--- config.mk ---
export PLATFORM = sky130hd
export DESIGN_NAME = crc16_frame_check
export DESIGN_NICKNAME = d
export VERILOG_FILES = /design/src/rtl/crc16_pkg.sv /design/src/rtl/crc16_frame_check.sv
export SDC_FILE = /design/constraint.sdc
export NUM_CORES = 1
export LEC_CHECK = 0
export ABC_AREA = 1
export CAP_MARGIN = 40
export CORE_AREA = 5 5 94 96
export DETAILED_ROUTE_END_ITERATION = 10
export DIE_AREA = 0 0 99 101
export PLACE_DENSITY = 0.92
export SYNTH_ARGS = -nofsm -noshare
export SYNTH_HDL_FRONTEND = slang
export SYNTH_SLANG_ARGS = --single-unit
--- constraint.sdc ---
create_clock -name i_Clk -period 5.3 [get_ports i_Clk]
set_input_delay 1.06 -clock i_Clk [delete_from_list [all_inputs] [get_ports i_Clk]]
set_output_delay 1.06 -clock i_Clk [all_outputs]
set_load 0.02 [all_outputs]
--- src/rtl/crc16_pkg.sv ---
// Shared CRC-16/CCITT-FALSE definitions for the BRAM frame generator and checker.
// Holds the polynomial, the default preset, the checker FSM encodings and the byte-step function.
package crc16_pkg;

  localparam logic [15:0] CRC_POLY         = 16'h1021;
  localparam logic [15:0] CRC_INIT_DEFAULT = 16'hFFFF;

  localparam logic [1:0] ST_IDLE  = 2'd0;
  localparam logic [1:0] ST_FETCH = 2'd1;
  localparam logic [1:0] ST_DONE  = 2'd2;

  // One byte of MSB-first 0x1021 update; the loop unrolls into a flat XOR network.
  function automatic logic [15:0] crc16_ccitt_byte(input logic [15:0] crc, input logic [7:0] d);
    logic [15:0] c;
    c = crc ^ {d, 8'h00};
    for (int i = 0; i < 8; i++) begin
      c = c[15] ? ((c << 1) ^ CRC_POLY) : (c << 1);
    end
    return c;
  endfunction

endpackage

--- src/rtl/crc16_frame_check.sv ---
// Reads a stored frame (payload + 2-byte CRC, high byte first) from BRAM, recomputes
// CRC-16/CCITT-FALSE over the payload and reports pass/fail against the received CRC.
module crc16_frame_check
  import crc16_pkg::*;
#(
  parameter int          BRAM_LATENCY = 2,
  parameter int          ADDR_W       = 9,
  parameter logic [15:0] CRC_INIT     = CRC_INIT_DEFAULT
) (
  input  logic              i_Clk,
  input  logic              i_Rst_n,
  input  logic              start_crc_chk_trig,
  input  logic [ADDR_W-1:0] bram_data_Len,
  output logic              crc_chk_busy,
  output logic              crc_chk_done,
  output logic              crc_chk_pass,
  output logic              crc_chk_len_err,
  output logic [15:0]       CRC_COMPUTED,
  output logic [15:0]       CRC_RECEIVED,
  output logic [ADDR_W-1:0] bram_addr,
  output logic              bram_we,
  output logic              bram_en,
  output logic              bram_rst,
  input  logic [7:0]        BRAM_DOUT,
  output logic [1:0]        dbg_state
);

  // Handshake: start_crc_chk_trig is accepted only in IDLE (one-cycle sample, no queuing);
  // busy is high from the accepting edge until done rises; done is a level that stays high
  // until the next accepted start and qualifies pass, len_err and both CRC outputs.

  localparam logic [ADDR_W:0] ONE = {{ADDR_W{1'b0}}, 1'b1};
  localparam logic [ADDR_W:0] TWO = {{(ADDR_W-1){1'b0}}, 2'b10};

  logic [1:0]              state;
  logic [ADDR_W:0]         len_q;
  logic                    short_q;
  logic                    iss_act;
  logic [15:0]             crc_q;

  // Per-read tags travel alongside the BRAM pipeline so each byte is consumed when it arrives.
  logic [BRAM_LATENCY-1:0] dly_v;
  logic [BRAM_LATENCY-1:0] dly_last;
  logic [BRAM_LATENCY-1:0] dly_hi;
  logic [BRAM_LATENCY-1:0] dly_pay;

  logic                    iss_v;
  logic                    iss_last;
  logic                    iss_hi;
  logic                    iss_pay;
  logic                    cons_v;
  logic                    cons_last;
  logic                    cons_hi;
  logic                    cons_pay;

  assign bram_we   = 1'b0;
  assign bram_en   = 1'b1;
  assign bram_rst  = 1'b0;
  assign dbg_state = state;

  always_comb begin
    iss_v     = (state == ST_FETCH) && iss_act;
    iss_last  = ({1'b0, bram_addr} == (len_q - ONE));
    iss_hi    = ({1'b0, bram_addr} == (len_q - TWO));
    iss_pay   = ({1'b0, bram_addr} <  (len_q - TWO));
    cons_v    = dly_v[BRAM_LATENCY-1];
    cons_last = dly_last[BRAM_LATENCY-1];
    cons_hi   = dly_hi[BRAM_LATENCY-1];
    cons_pay  = dly_pay[BRAM_LATENCY-1];
  end

  always_ff @(posedge i_Clk) begin
    if (!i_Rst_n) begin
      state           <= ST_IDLE;
      len_q           <= '0;
      short_q         <= 1'b0;
      iss_act         <= 1'b0;
      crc_q           <= CRC_INIT;
      dly_v           <= '0;
      dly_last        <= '0;
      dly_hi          <= '0;
      dly_pay         <= '0;
      crc_chk_busy    <= 1'b0;
      crc_chk_done    <= 1'b0;
      crc_chk_pass    <= 1'b0;
      crc_chk_len_err <= 1'b0;
      CRC_COMPUTED    <= '0;
      CRC_RECEIVED    <= '0;
      bram_addr       <= '0;
    end else begin
      dly_v[0]    <= iss_v;
      dly_last[0] <= iss_last;
      dly_hi[0]   <= iss_hi;
      dly_pay[0]  <= iss_pay;
      for (int i = 1; i < BRAM_LATENCY; i++) begin
        dly_v[i]    <= dly_v[i-1];
        dly_last[i] <= dly_last[i-1];
        dly_hi[i]   <= dly_hi[i-1];
        dly_pay[i]  <= dly_pay[i-1];
      end

      case (state)
        ST_IDLE: begin
          if (start_crc_chk_trig) begin
            len_q           <= {1'b0, bram_data_Len};
            short_q         <= ({1'b0, bram_data_Len} < TWO);
            iss_act         <= ({1'b0, bram_data_Len} >= TWO);
            crc_chk_busy    <= 1'b1;
            crc_chk_done    <= 1'b0;
            crc_chk_pass    <= 1'b0;
            crc_chk_len_err <= 1'b0;
            CRC_COMPUTED    <= '0;
            CRC_RECEIVED    <= '0;
            bram_addr       <= '0;
            crc_q           <= CRC_INIT;
            state           <= ST_FETCH;
          end
        end

        ST_FETCH: begin
          if (iss_act) begin
            if (iss_last) iss_act   <= 1'b0;
            else          bram_addr <= bram_addr + 1'b1;
          end
          if (cons_v) begin
            if (cons_pay)  crc_q              <= crc16_ccitt_byte(crc_q, BRAM_DOUT);
            if (cons_hi)   CRC_RECEIVED[15:8] <= BRAM_DOUT;
            if (cons_last) begin
              CRC_RECEIVED[7:0] <= BRAM_DOUT;
              state             <= ST_DONE;
            end
          end
          // Too-short frames issue no reads and spend one cycle here before reporting.
          if (short_q) state <= ST_DONE;
        end

        ST_DONE: begin
          crc_chk_done <= 1'b1;
          crc_chk_busy <= 1'b0;
          state        <= ST_IDLE;
          if (short_q) begin
            crc_chk_len_err <= 1'b1;
            crc_chk_pass    <= 1'b0;
            CRC_COMPUTED    <= '0;
          end else begin
            crc_chk_len_err <= 1'b0;
            CRC_COMPUTED    <= crc_q;
            crc_chk_pass    <= (crc_q == CRC_RECEIVED);
          end
        end

        default: state <= ST_IDLE;
      endcase
    end
  end

endmodule
==> deck_impl_summary.md, run 1 <==
Run Summary

Outcome
  – Status: completed

Global route
  – Wire length of the first global-routing pass: 19100 um
  – Met2 Resource Use GR: between 40% and 50%
  – Number of global-route vias before repair: slightly above 4000
  – Initial antenna violation count: 0
  – Maximum number of pins on one net before global-route repair: 29
  – Global routing's busiest layer: met2
  – M1 GR Usage: 27.0%
  – Overall fraction of global-route tracks in use: between 20% and 30%
  – Overflow after GRT: 0

Logic synthesis
  – Post-Syn Area: 4330 sq um
  – Mapped Cells: 603
  – Cell type with the largest total area after synthesis: dfxtp_1
  – Cell count in the Yosys report: 603
  – Count of flip-flops with a built-in enable after synthesis: 0
  – Post-synth seq share: 38.0%
  – Yosys reg bits: ~80
  – Yosys chip area: approximately 4300 sq um
  – Synth cell types: 35
  – Top_reg_cell synth: dfxtp_1
  – Post-synth area hogs: dfxtp_1, nand2_1, a21oi_1
  – Fraction of registers with async set/reset: 0%
  – Ranking of synthesized cells by instance count: nand2_1, dfxtp_1, inv_1, nor2_1, a21oi_1
  – Cell with the most instances after synthesis: nand2_1
  – Mean post-synth cell area: 7.17 sq um
  – Synth warn: 0
  – Portion of synthesized cell area occupied by the leading cell type: 38.0%

Die
  – Fp_density: a little over half
  – Die area: 10000 sq um
  – Row count: 33
  – Y dimension of the die: around 100 um
  – Die Span X: 99 um
  – Area of the core region: 7970 sq um
  – Number of I/O pins: ~70

Power
  – Int Pwr: 1050 uW
  – Comb. pwr: 433 uW
  – Sw Share: between 30% and 40%
  – Power share of the combinational group: 26.6%
  – Proportion of power drawn by flip-flops and latches: a little over two fifths
  – Highest-power group: sequential cells
  – Switching power: 574 uW
  – Leakage power summed over all cells: 0.00214 uW
  – Total power density per cell area: 311 nW/um^2
  – Clock Power Share: 29.8%
  – Maximum resistive drop on vdd: 0.000157 V
  – Sequential power: 709 uW

Timing
  – FMAX: 322 MHz
  – Max-slew violations: 0
  – Setup violations, final: 0
  – Post-route setup TNS: 0 ps
  – Max-slew headroom: about half
  – Final Cycle Share: 58.5%
  – Number of hold violations in the final report: 0
  – Setup repair after global routing missed its margin: false
  – Transition at the pin with the smallest max-transition slack: a little under 800 ps
  – Minimum period implied by the final worst setup slack: around 3100 ps

Cells and area
  – Antenna Diode Count: 0
  – Comb gate area: 2310 sq um
  – Area used by sequential logic in the layout: 1640 sq um
  – Largest regs: CRC_COMPUTED: 16 flops, CRC_RECEIVED: 16 flops, crc_q: 16 flops
  – Number of nets at the end of the flow: 693
  – Design Area, Final: 5230 sq um
  – Synthesis-to-layout area growth: 21.0%
  – Non-Filler Instances: between 700 and 800
  – Share of post-route cells with drive strength above 1: between 8 and 9%
  – Fill cells: 646

Min path
  – Hold Path Cell Cnt: 2
  – Worst Hold Class: reg -> reg
  – HP Start: dly_v[0]
  – Hold worst-path end: dly_v[1]

Placement
  – Post-Place Cells: 754
  – DP Area: ~5000 sq um
  – Final HPWL DP: about 8600 um
  – RD Place Congestion: 0.952
  – Number of input and output port buffers inserted: roughly 66

Route
  – Routed via count divided by cell count: 5.51
  – Met2 wire len: 5910 um
  – Number of DRC violations after detailed routing: 0
  – Routed len/inst: between 15 and 20 um
  – Highest metal used: met4
  – DRC violation total after the first TritonRoute iteration: 218
  – Detailed-routed wire length on met3: 793 um
  – Detailed-routing iteration count for the pre-antenna-repair pass: 5
  – Met1 Wirelength: 4570 um
  – Antenna-violating nets left: 0

Clock tree
  – Post-CTS sizing: 0
  – Clock transition time at the flip-flop clock pins of the worst setup and hold paths: 100 ps
  – Library cell used as clock root buffer: clkbuf_8
  – Number of hold buffers added after CTS: 0
  – TritonCTS clock tree: yes
  – Clock latency of the later-clocked register in the worst-skew pair: between 300 and 400 ps
  – H-Tree Depth: 3
  – Maximum root-to-sink buffer count: 2
  – Postcts setup bufs: 0

Worst setup path
  – Critical path startpoint: start_crc_chk_trig
  – Category of the critical setup timing path: in -> reg
  – Startpoint of the worst-slack reg-to-reg timing path: dbg_state[0]
  – Capturing point of the worst reg2reg path: crc_q[5]
  – Arrival time of the worst setup path: 3380 ps
  – Largest fanout on the critical path: 17
  – Worst reg-to-reg path cell count: 9
  – Data required time of the critical path: roughly 5600 ps
  – Last element of the critical path: CRC_COMPUTED[12]
  – Type of origin of the critical path: input pin
  – Setup slack, reg-to-reg: 2730 ps
  – Crit end category: flop

Flow run
  – Number of max-cap violations: 0
  – Tool warnings: 27
==> run 1: cell type report <==
cell class | instances | share of cell area (%)
inverters | 68 | 4.88
flip-flops and latches | 82 | 31.4
multi-input cells | 430 | 44.2
clock inverters | 6 | 1.36
repair buffers | 69 | 13.1
well taps | 105 | 2.51
clock buffers | 10 | 2.63
==> run 1: cells in the final DEF, fill, tap and decap left out, drive strengths merged <==
cell type,synthesis,final
clkinv,0,1
nor2,68,68
bufinv,0,1
conb,2,3
nor3b,1,1
ha,13,13
clkinvlp,0,2
clkdlybuf4s50,0,66
a21oi,56,56
xnor2,24,24
nand2,144,144
buf,14,3
xor2,20,20
inv,68,70
or2,5,5
a211oi,2,2
nor4,1,1
o22ai,4,4
nand3,31,31
dfxtp,82,82
clkbuf,10,10
o21ai,38,38
nand4,7,7
o211ai,7,7
nor3,5,5
a21boi,1,1
==> run 1: per-stage QoR <==
step | total power [uW] | util (%) | hold slack, ps | setup WS (ps)
6_report | 1630 | 65.7 | 421 | 2200
5_1_grt | 1710 | 65.7 | 439 | 2000
4_1_cts | 1620 | 65.7 | 422 | 2200
3_5_place_dp | 1140 | 63.1 | 400 | 1970
3_3_place_gp | 1120 | 63.1 | 393 | 2120
2_1_floorplan | 1020 | - | 390 | 3190
==> run 1: critical path: stages <==
cell and delay, ps:
clkdlybuf4s50_1 440, nand2_1 560, inv_2 230, nor2_2 650, nand2_1 190, a21oi_1 240
==> run 1: logic make-up (layout without fill, tap and decap cells) <==
logic type | after synthesis | in the layout | synth area share [%]
fa+ha+maj | 13 | 13 | 3.76
xor+xnor | 44 | 44 | 8.91
simple gates | 262 | 262 | 26.5
compound gates | 108 | 108 | 14.1
other cells | 2 | 3 | 0.174
flops | 82 | 82 | 38.0
buf+inv | 92 | 153 | 8.65
### Signal wires on met3, run 1

Drawn at 4 px/um.
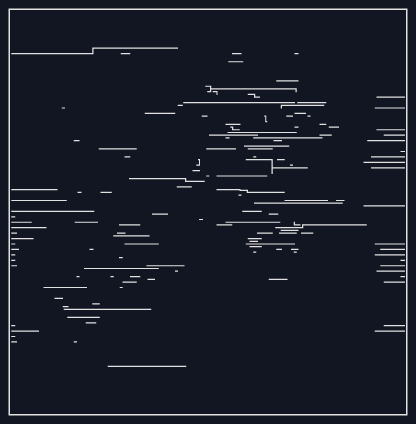
wire length on this layer: 793 um
longest straight run: 27.6 um
share of all routed wire: 6.7%
main direction: horizontal
nets with wire on the layer: 102
Total Routed Length: 11800 um
Via Count: 4246
global routing usage on met3: 4.36%

### Gate-type map, run 1

Drawn at 3 px/um.
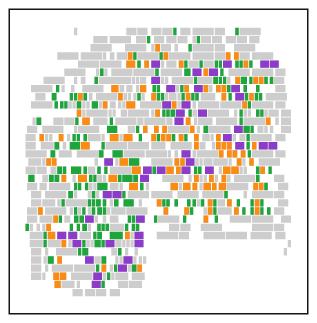
legend:
  inverting AOI/OAI gates:
    colour: orange
    cells: 108
    most_used: a21oi_1
  NAND gates:
    colour: green
    cells: 182
    most_used: nand2_1
  XOR/XNOR gates:
    colour: purple
    cells: 44
    most_used: xnor2_1
most common library cell in the layout ignoring fill and taps: nand2_1
Comb/total area: 44.2%

### Clock routing, run 1

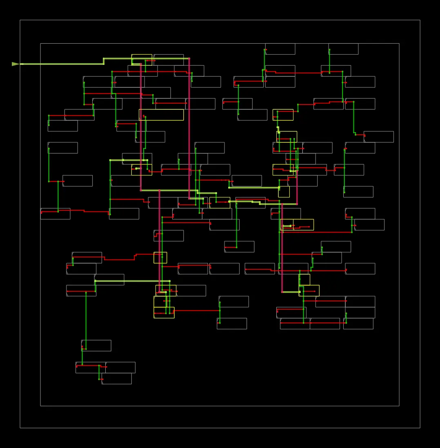
Worst Skew: 13.8 ps
clock distribution power: 484 uW
number of buffers added by the clock tree synthesis step: 9
sinks on the clock net: 82
number of sequential cells: 82

### Clock wires, drivers and flops, run 1

Drawn at 4 px/um.
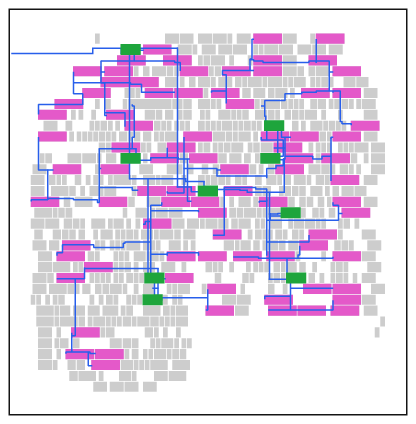

==> run 1 -> run 2 <==
--- a/config.mk
+++ b/config.mk
@@ -7,10 +7,10 @@
 export LEC_CHECK = 0
 export ABC_AREA = 1
 export CAP_MARGIN = 40
-export CORE_AREA = 5 5 94 96
+export CORE_AREA = 5 5 96 98
 export DETAILED_ROUTE_END_ITERATION = 10
-export DIE_AREA = 0 0 99 101
-export PLACE_DENSITY = 0.92
+export DIE_AREA = 0 0 101 103
+export PLACE_DENSITY = 0.89
 export SYNTH_ARGS = -nofsm -noshare
 export SYNTH_HDL_FRONTEND = slang
 export SYNTH_SLANG_ARGS = --single-unit
==> constraint.sdc (replaced) <==
create_clock -name i_Clk -period 3.19 [get_ports i_Clk]
set_input_delay 0.638 -clock i_Clk [delete_from_list [all_inputs] [get_ports i_Clk]]
set_output_delay 0.638 -clock i_Clk [all_outputs]
set_load 0.02 [all_outputs]
### Clock wires, drivers and flops, run 2

Drawn at 4 px/um.
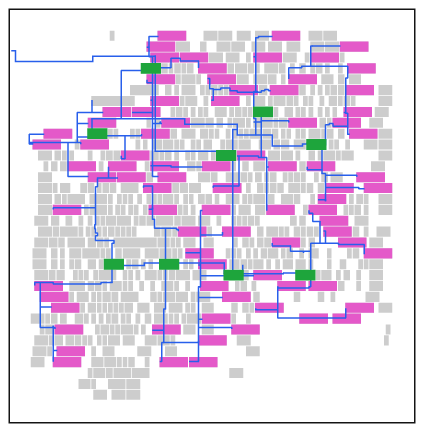
legend:
  cells driving clock nets:
    colour: green
    count: 9
  clock wires:
    colour: blue
    length: 980 um
  flip-flops:
    colour: magenta
    count: 82
flops lie: spread over the die
Clock Power Share: 30.6%
clock distribution power: 837 uW
clock latency of the later-clocked register in the worst-skew pair: 350 ps
Worst Skew: 11.3 ps

### Clock routing, run 2

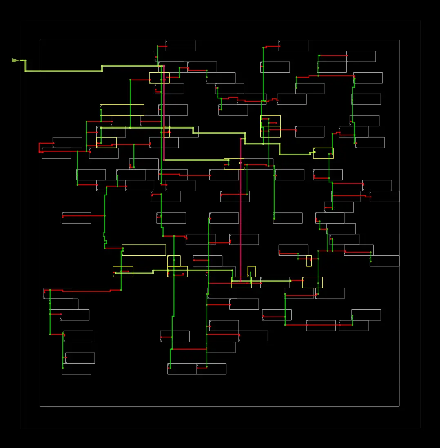
clk_buf instances: 12

==> run 2 against run 1 <==
  * Hold slack got worse by 3.9 ps
  * Synthesized cell count did not move
  * Worst setup slack got worse by 1300 ps
==> deck_impl_summary.md, run 2 <==
Run Summary

Logic synthesis
  – Top_reg_cell synth: dfxtp_1
  – Cell with the most instances after synthesis: nand2_1
  – Portion of synthesized cell area occupied by the leading cell type: 38.0% (unchanged)
  – Ranking of synthesized cells by instance count: nand2_1, dfxtp_1, inv_1, nor2_1, a21oi_1
  – Yosys reg bits: 82 (unchanged)
  – Fraction of registers with async set/reset: 0% (unchanged)
  – Synth cell types: 35 (unchanged)
  – Synth warn: 0 (unchanged)
  – Post-Syn Area: 4330 sq um (unchanged)
  – Post-synth seq share: 38.0% (unchanged)
  – Mapped Cells: 603 (unchanged)
  – Cell count in the Yosys report: 603 (unchanged)
  – Count of flip-flops with a built-in enable after synthesis: 0 (unchanged)
  – Cell type with the largest total area after synthesis: dfxtp_1
  – Yosys chip area: 4330 sq um (unchanged)
  – Mean post-synth cell area: 7.17 sq um (unchanged)
  – Post-synth area hogs: dfxtp_1, nand2_1, a21oi_1

Clock tree
  – Number of buffers added by the clock tree synthesis step: 9 (unchanged)
  – Sinks on the clock net: 82 (unchanged)
  – H-Tree Depth: 3 (unchanged)
  – Post-CTS sizing: 0 (unchanged)
  – Postcts setup bufs: 0 (unchanged)
  – Maximum root-to-sink buffer count: 2 (unchanged)
  – Library cell used as clock root buffer: clkbuf_8
  – TritonCTS clock tree: yes
  – Clock transition time at the flip-flop clock pins of the worst setup and hold paths: 80 ps (-20 ps)
  – Number of hold buffers added after CTS: 0 (unchanged)

Die
  – Row count: 34 (+3.0%)
  – Area of the core region: 8380 sq um (+5.2%)
  – Fp_density: 51.6% (-2.7 points)
  – Die area: 10400 sq um (+4.0%)
  – Number of I/O pins: 70 (unchanged)
  – Y dimension of the die: 103 um (+2.0%)
  – Die Span X: 101 um (+2.0%)

Timing
  – Setup slack after layout: 860 ps (-1340 ps)
  – Final Cycle Share: 73.0%
  – Setup repair after global routing missed its margin: false
  – Minimum period implied by the final worst setup slack: 2330 ps
  – Setup violations, final: 0 (unchanged)
  – Max-slew headroom: 44.7% (-3.5 points)
  – Transition at the pin with the smallest max-transition slack: 828 ps (+52.9 ps)
  – FMAX: 429 MHz
  – Number of hold violations in the final report: 0 (unchanged)
  – Post-route setup TNS: 0 ps (unchanged)
  – Max-slew violations: 0 (unchanged)

Cells and area
  – Synthesis-to-layout area growth: 22.1%
  – Share of post-route cells with drive strength above 1: 8.98% (+0.11 points)
  – Most common library cell in the layout ignoring fill and taps: nand2_1
  – Design Area, Final: 5280 sq um (+0.93%)
  – Largest regs: CRC_COMPUTED: 16 flops, CRC_RECEIVED: 16 flops, crc_q: 16 flops
  – Antenna Diode Count: 0 (unchanged)
  – Number of nets at the end of the flow: 696 (+0.43%)
  – Commonest cells after routing, fill and taps aside: nand2_1, dfxtp_1, clkdlybuf4s50_1, inv_1, nor2_1

Worst setup path
  – Critical path's most frequent cell: inv_2
  – Largest fanout on the critical path: 28 (+11)
  – Crit end category: flop
  – Slowest Stage Delay on Critical Path: 390 ps (-260 ps)
  – Sum of buffers and inverters on the critical path: 3 (+1)
  – Crit-path leading delay family: AND-OR/OR-AND gates
  – Cell-by-cell listing of the critical path: inv_2 > nor2_2 > inv_2 > o22ai_1 > nor2_2 > o21ai_2 > inv_2 > o21ai_0 > o211ai_1
  – Setup slack, reg-to-reg: 860 ps (-1870 ps)
  – Capturing point of the worst reg2reg path: crc_q[2]
  – Startpoint of the worst-slack reg-to-reg timing path: dbg_state[0]
  – Category of the critical setup timing path: reg -> reg
  – CP max-delay cell: dfxtp_1
  – Critical path startpoint: dbg_state[0]
  – Worst reg-to-reg path cell count: 9 (unchanged)
  – Data required time of the critical path: 3410 ps (-2170 ps)
  – Type of origin of the critical path: flop
  – Arrival time of the worst setup path: 2550 ps (-830 ps)

Placement
  – RD Place Congestion: 0.962 (+1.1%)
  – Number of input and output port buffers inserted: 66 (unchanged)
  – DP Area: 5060 sq um (+0.77%)
  – Final HPWL DP: 8390 um (-2.0%)
  – Pre-CTS worst setup slack: 872 ps (-1090 ps)

Global route
  – Number of global-route vias before repair: 4120 (+1.3%)
  – Initial antenna violation count: 0 (unchanged)
  – Maximum number of pins on one net before global-route repair: 29 (unchanged)
  – Wire length of the first global-routing pass: 18600 um (-2.7%)
  – Overall fraction of global-route tracks in use: 22.2% (-1.5 points)
  – Overflow after GRT: 0 (unchanged)

Route
  – Total Routed Length: 11300 um (-4.5%)
  – Routed len/inst: 14.6 um (-5.2%)
  – Detailed-routing iteration count for the pre-antenna-repair pass: 6 (+1)
  – Antenna-violating nets left: 0 (unchanged)
  – Routed via count divided by cell count: 5.38 (-2.5%)
  – Number of DRC violations after detailed routing: 0 (unchanged)
  – Via Count: 4173 (-1.7%)
  – DRC violation total after the first TritonRoute iteration: 363 (+67%)

Min path
  – Hold worst-path end: dly_hi[1]
  – HP Start: dly_hi[0]
  – Worst Hold Class: reg -> reg
  – Hold Path Cell Cnt: 2 (unchanged)

Flow run
  – Tool warnings: 27 (unchanged)
  – Number of max-cap violations: 0 (unchanged)

Power
  – Leakage power summed over all cells: 0.00217 uW (+1.4%)
  – Maximum resistive drop on vdd: 0.000277 V (+77%)
  – Total power: 2730 uW (+68%)
  – Total power density per cell area: 518 nW/um^2 (+67%)

Outcome
  – Status: completed
[run 2: cell counts after synthesis]
Identical to the previous run, type by type.
[run 2: worst max-delay path by stage]
| stage | to | cells past startpoint |
|---|---|---|
| detailed placement | CRC_RECEIVED[1] | 8 |
| CTS | bram_addr[8] | 12 |
| floorplan | bram_addr[0] | 12 |
| global placement | crc_q[5] | 6 |
| global route | crc_q[3] | 9 |
| finish | crc_q[2] | 9 |
[run 2: kinds of logic after synthesis]
logic type | Yosys count | share of synthesized area (%)
adders and majority gates | 13 | 3.76
and+or+nand+nor | 262 | 26.5
AOI/OAI and AO/OA | 108 | 14.1
DFF | 82 | 38.0
other | 2 | 0.174
buffers and inverters | 92 | 8.65
xor gates and xnor gates | 44 | 8.91
[run 2: area by class of cell]
cell class / count / area [sq um]
fill: 713 / 3100
multi-input combinational: 430 / 2310
sequential: 82 / 1640
timing repair buffer: 72 / 718
inverter: 68 / 255
clock buffer: 12 / 145
tap: 108 / 135
clock inverter: 4 / 73.8
[run 2: stage by stage]
step                util (%)  std cells  hold slack, ps
floorplan                  -        604             390
global placement        60.4        760             396
detailed placement      60.4        760             404
CTS                     63.0        776             423
global route            63.0        776             438
finish                  63.0        776             417
[run 2: metal layers]
metal / vias up / part of all wire [%] / track usage, %
met5: - / 0 / 0
met4: 0 / 3.1 / 7.26
met3: 38 / 6.4 / 5.62
met2: 166 / 50 / 40.7
met1: 1927 / 41 / 25.3
li1: 2042 / - / -
[run 2: where the power goes]
group | internal [uW] | total (uW) | leakage [uW] | switching [uW]
sequential | 1100 | 1180 | 0.000669 | 85.0
combinational | 269 | 717 | 0.00139 | 447
clock | 465 | 837 | 0.000111 | 372
### Gate-type map, run 2

Drawn at 3 px/um.
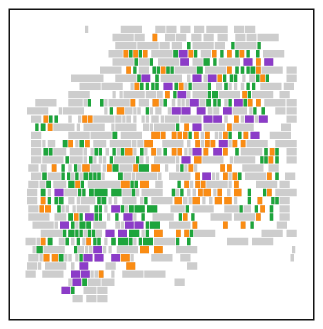

==> run 2 -> run 3 <==
--- a/config.mk
+++ b/config.mk
@@ -7,10 +7,10 @@
 export LEC_CHECK = 0
 export ABC_AREA = 1
 export CAP_MARGIN = 40
-export CORE_AREA = 5 5 96 98
+export CORE_AREA = 5 5 100 102
 export DETAILED_ROUTE_END_ITERATION = 10
-export DIE_AREA = 0 0 101 103
-export PLACE_DENSITY = 0.89
+export DIE_AREA = 0 0 105 107
+export PLACE_DENSITY = 0.86
 export SYNTH_ARGS = -nofsm -noshare
 export SYNTH_HDL_FRONTEND = slang
 export SYNTH_SLANG_ARGS = --single-unit
==> constraint.sdc (replaced) <==
create_clock -name i_Clk -period 2.14 [get_ports i_Clk]
set_input_delay 0.428 -clock i_Clk [delete_from_list [all_inputs] [get_ports i_Clk]]
set_output_delay 0.428 -clock i_Clk [all_outputs]
set_load 0.02 [all_outputs]
### Gate-type map, run 3

Drawn at 2 px/um.
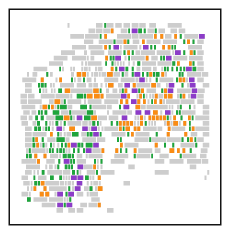
legend:
  XOR/XNOR gates:
    colour: purple
    cells: 44
    most_used: xnor2_1
  inverting AOI/OAI gates:
    colour: orange
    cells: 108
    most_used: a21oi_1
  NAND gates:
    colour: green
    cells: 182
    most_used: nand2_1
Comb/total area: 43.1%
Non-Filler Instances: 793

==> run 3 against run 2 <==
  * Cell count increased by 2.2%
  * Die size rose by 8.0%
  * Critical path type is now reg -> out
  * Worst setup slack got worse by 750 ps
  * Critical path depth fell by 8
  * Sequential power rose by 48%
  * Global-route usage shrank 0.79 points
  * Area after synthesis stayed put
  * Via count increased by 1.4%
  * First-iteration DRC count decreased by 34%
  * Critical endpoint is now bram_addr[2]
  * Hold slack improved by 5.1 ps
  * Non-clock buffer count up 14
==> deck_impl_summary.md, run 3 <==
Run Summary

Outcome
  – Status: completed

Worst setup path
  – Slowest Stage Delay on Critical Path: 690 ps (+300 ps)
  – Sum of buffers and inverters on the critical path: 1 (-2)
  – Category of the critical setup timing path: reg -> out
  – Largest fanout on the critical path: 8 (-71%)
  – Type of origin of the critical path: flop
  – CP max-delay cell: clkdlybuf4s50_1
  – Arrival time of the worst setup path: 1600 ps (-950 ps)
  – Crit end category: output pin
  – Data required time of the critical path: 1710 ps (-1700 ps)
  – Cell-by-cell listing of the critical path: clkdlybuf4s50_1
  – Crit-path leading delay family: buffers and inverters

Die
  – Fp_density: 47.9% (-3.7 points)
  – Die Span X: 105 um (+4.0%)
  – Number of I/O pins: 70 (unchanged)
  – Area of the core region: 9020 sq um (+7.6%)
  – Y dimension of the die: 107 um (+3.9%)
  – Row count: 35 (+2.9%)
  – Die area: 11200 sq um (+8.0%)

Logic synthesis
  – Main logic family: simple AND/OR/NAND/NOR gates
  – Fraction of registers with async set/reset: 0% (unchanged)
  – Cell count in the Yosys report: 603 (unchanged)
  – Top_reg_cell synth: dfxtp_1
  – Adder-Cell Fraction of Synth Area: 3.76% (unchanged)
  – Synth warn: 0 (unchanged)
  – Yosys chip area: 4330 sq um (unchanged)
  – Count of flip-flops with a built-in enable after synthesis: 0 (unchanged)
  – Synthesized-area fraction occupied by and/or/nand/nor cells: 26.5% (unchanged)
  – Post-synth area hogs: dfxtp_1, nand2_1, a21oi_1
  – Ranking of synthesized cells by instance count: nand2_1, dfxtp_1, inv_1, nor2_1, a21oi_1
  – Cell type with the largest total area after synthesis: dfxtp_1
  – Yosys reg bits: 82 (unchanged)
  – Area share of xor/xnor cells in the synthesized design: 8.91% (unchanged)
  – Portion of synthesized cell area occupied by the leading cell type: 38.0% (unchanged)
  – Post-Synth AOI/OAI Area: 14.1% (unchanged)
  – Multiplexer fraction of the synthesized cell area: 0% (unchanged)
  – Mean post-synth cell area: 7.17 sq um (unchanged)
  – Post-Syn Area: 4330 sq um (unchanged)
  – Post-synth seq share: 38.0% (unchanged)
  – Synth cell types: 35 (unchanged)
  – Mapped Cells: 603 (unchanged)
  – Cell with the most instances after synthesis: nand2_1

Route
  – Routed len/inst: 15.0 um (+3.3%)
  – DRC violation total after the first TritonRoute iteration: 241 (-34%)
  – Antenna-violating nets left: 0 (unchanged)
  – Via Count: 4232 (+1.4%)
  – Total Routed Length: 11900 um (+5.5%)
  – Number of DRC violations after detailed routing: 0 (unchanged)
  – Routed via count divided by cell count: 5.34 (-0.76%)
  – Detailed-routing iteration count for the pre-antenna-repair pass: 4 (-2)

Cells and area
  – Share of post-route cells with drive strength above 1: 12.2% (+3.2 points)
  – Design Area, Final: 5420 sq um (+2.7%)
  – Most common library cell in the layout ignoring fill and taps: nand2_1
  – Largest regs: CRC_COMPUTED: 16 flops, CRC_RECEIVED: 16 flops, crc_q: 16 flops
  – Fill cells: 829 (+16%)
  – Commonest cells after routing, fill and taps aside: nand2_1, dfxtp_1, clkdlybuf4s50_1, inv_1, nor2_1
  – Core utilization of the finished layout: 60.1% (-2.9 points)
  – Synthesis-to-layout area growth: 25.4%
  – Antenna Diode Count: 0 (unchanged)
  – Number of nets at the end of the flow: 710 (+2.0%)

Clock tree
  – Number of buffers added by the clock tree synthesis step: 9 (unchanged)
  – TritonCTS clock tree: yes
  – Clock transition time at the flip-flop clock pins of the worst setup and hold paths: 90 ps (about the same)
  – Maximum root-to-sink buffer count: 2 (unchanged)
  – Number of hold buffers added after CTS: 0 (unchanged)
  – Library cell used as clock root buffer: clkbuf_8
  – Sinks on the clock net: 82 (unchanged)
  – Postcts setup bufs: 0 (unchanged)
  – H-Tree Depth: 3 (unchanged)

Timing
  – Setup violations, final: 0 (unchanged)
  – Worst slack on hold paths: 422 ps (+5.13 ps)
  – Post-route setup TNS: 0 ps (unchanged)
  – Number of hold violations in the final report: 0 (unchanged)
  – Setup slack after layout: 114 ps (-747 ps)
  – FMAX: 494 MHz
  – Max-slew violations: 0 (unchanged)
  – Final Cycle Share: 94.7%
  – Minimum period implied by the final worst setup slack: 2030 ps

Power
  – Sw Share: 33.9% (+0.86 points)
  – Switching power: 1410 uW (+56%)
  – Total power: 4150 uW (+52%)
  – Proportion of power drawn by flip-flops and latches: 42.3% (-0.9 points)
  – Leakage power summed over all cells: 0.00224 uW (+3.4%)
  – Maximum resistive drop on vdd: 0.000398 V (+44%)
  – Int Pwr: 2740 uW (+50%)
  – Power share of the combinational group: 27.0% (+0.8 points)
  – Total power density per cell area: 765 nW/um^2 (+48%)

Placement
  – Final HPWL DP: 9030 um (+7.6%)
  – Post-Place Cells: 777 (+2.2%)
  – DP Area: 5170 sq um (+2.1%)
  – RD Place Congestion: 0.997 (+3.7%)
  – Pre-CTS worst setup slack: 35.6 ps (-836 ps)
  – Number of input and output port buffers inserted: 66 (unchanged)

Global route
  – Number of global-route vias before repair: 4229 (+2.6%)
  – Overall fraction of global-route tracks in use: 21.5% (-0.79 points)
  – Wire length of the first global-routing pass: 19800 um (+6.7%)
  – Maximum number of pins on one net before global-route repair: 55 (+90%)
  – Overflow after GRT: 0 (unchanged)
  – Initial antenna violation count: 0 (unchanged)

Min path
  – Worst Hold Class: reg -> reg

Flow run
  – Number of max-cap violations: 0 (unchanged)
  – Tool warnings: 27 (unchanged)
### Clock wires, drivers and flops, run 3

Drawn at 4 px/um.
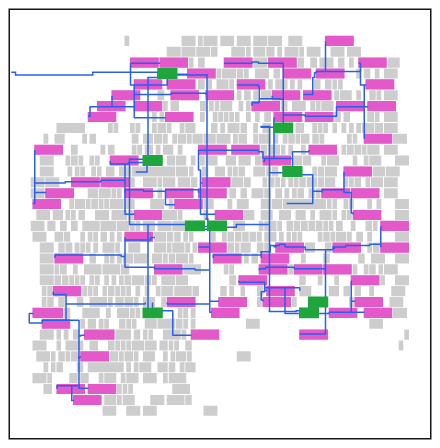
legend:
  clock wires:
    colour: blue
    length: 1030 um
  flip-flops:
    colour: magenta
    count: 82
  cells driving clock nets:
    colour: green
    count: 9
routed clock nets: 10
Clock Power Share: 30.7%
clock distribution power: 1270 uW
clock latency of the later-clocked register in the worst-skew pair: 360 ps
Worst Skew: 12.6 ps

## run 3: cell counts after synthesis
No cell type changed its count.
## run 3: layout make-up
| cell class | count | area (sq um) | share of cell area (%) |
|---|---|---|---|
| Sequential cell | 82 | 1640 | 30.3 |
| Clock buffer | 9 | 124 | 2.28 |
| Timing Repair Buffer | 86 | 827 | 15.2 |
| Tap cell | 111 | 139 | 2.56 |
| Inverter | 68 | 255 | 4.71 |
| Clock inverter | 7 | 98.8 | 1.82 |
| Multi-Input combinational cell | 430 | 2340 | 43.1 |
## run 3: final timing paths
check	start	endpoint	slack, ps	cells past startpoint
setup / recovery	bram_addr[2]	bram_addr[2]	110	1
hold / removal	dly_v[0]	dly_v[1]	420	2
setup reg to reg	len_q[3]	dly_hi[0]	170	10
hold reg to reg	dly_v[0]	dly_v[1]	420	2
## run 3: layer usage
metal	vias up	part of all wire [%]	wire length, um	global-route usage (%)
met5	-	0	0	0
met2	156	51	6130	39.3
met4	0	3.4	402	9.86
li1	2066	-	-	-
met3	37	5.0	601	3.19
met1	1973	40	4790	24.3
## run 3: power groups by stage
stage / logic, uW / registers, uW / clock network, uW
floorplan: 716 / 1800 / 0
global placement: 1050 / 1780 / 0
detailed placement: 1090 / 1790 / 0
CTS: 1100 / 1750 / 1280
global route: 1240 / 1770 / 1350
finish: 1120 / 1750 / 1270
## run 3: what timing repair did
| action | 4_1_cts | 5_1_grt |
|---|---|---|
| resized | 0 | 10 |
| setup endpoints to repair | 0 | 10 |
| endpoints found under the hold margin | 0 | 0 |
## run 3: cells by family after synthesis
logic type | count (synthesis)
AND/OR/NAND/NOR | 262
AND-OR/OR-AND | 108
buffers and inverters | 92
flip-flops | 82
XOR/XNOR | 44
adder cells (fa/ha/maj) | 13
other | 2

==> notes/layouts.md <==
Pictures saved along the way, in no particular order.

Routed metal, one colour a layer.
shot_01.png
Drawn at 2 px/um.
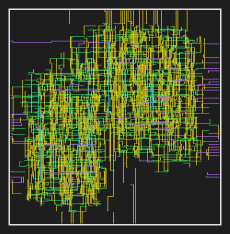
shot_02.png
Drawn at 3 px/um.
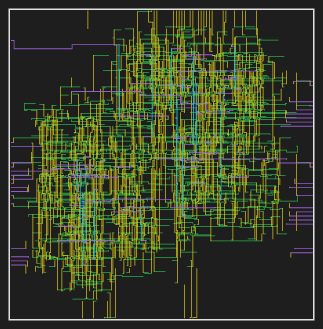
shot_02.png is run 2.
shot_01.png is run 3.

Key to shot_02.png:
legend:
  met4:
    colour: cyan
    wire_length: 348 um
  met2:
    colour: yellow
    wire_length: 5620 um
  met1:
    colour: green
    wire_length: 4620 um
  met3:
    colour: purple
    wire_length: 719 um

Power figures rest on the tool's default switching activity, not on a simulated workload.
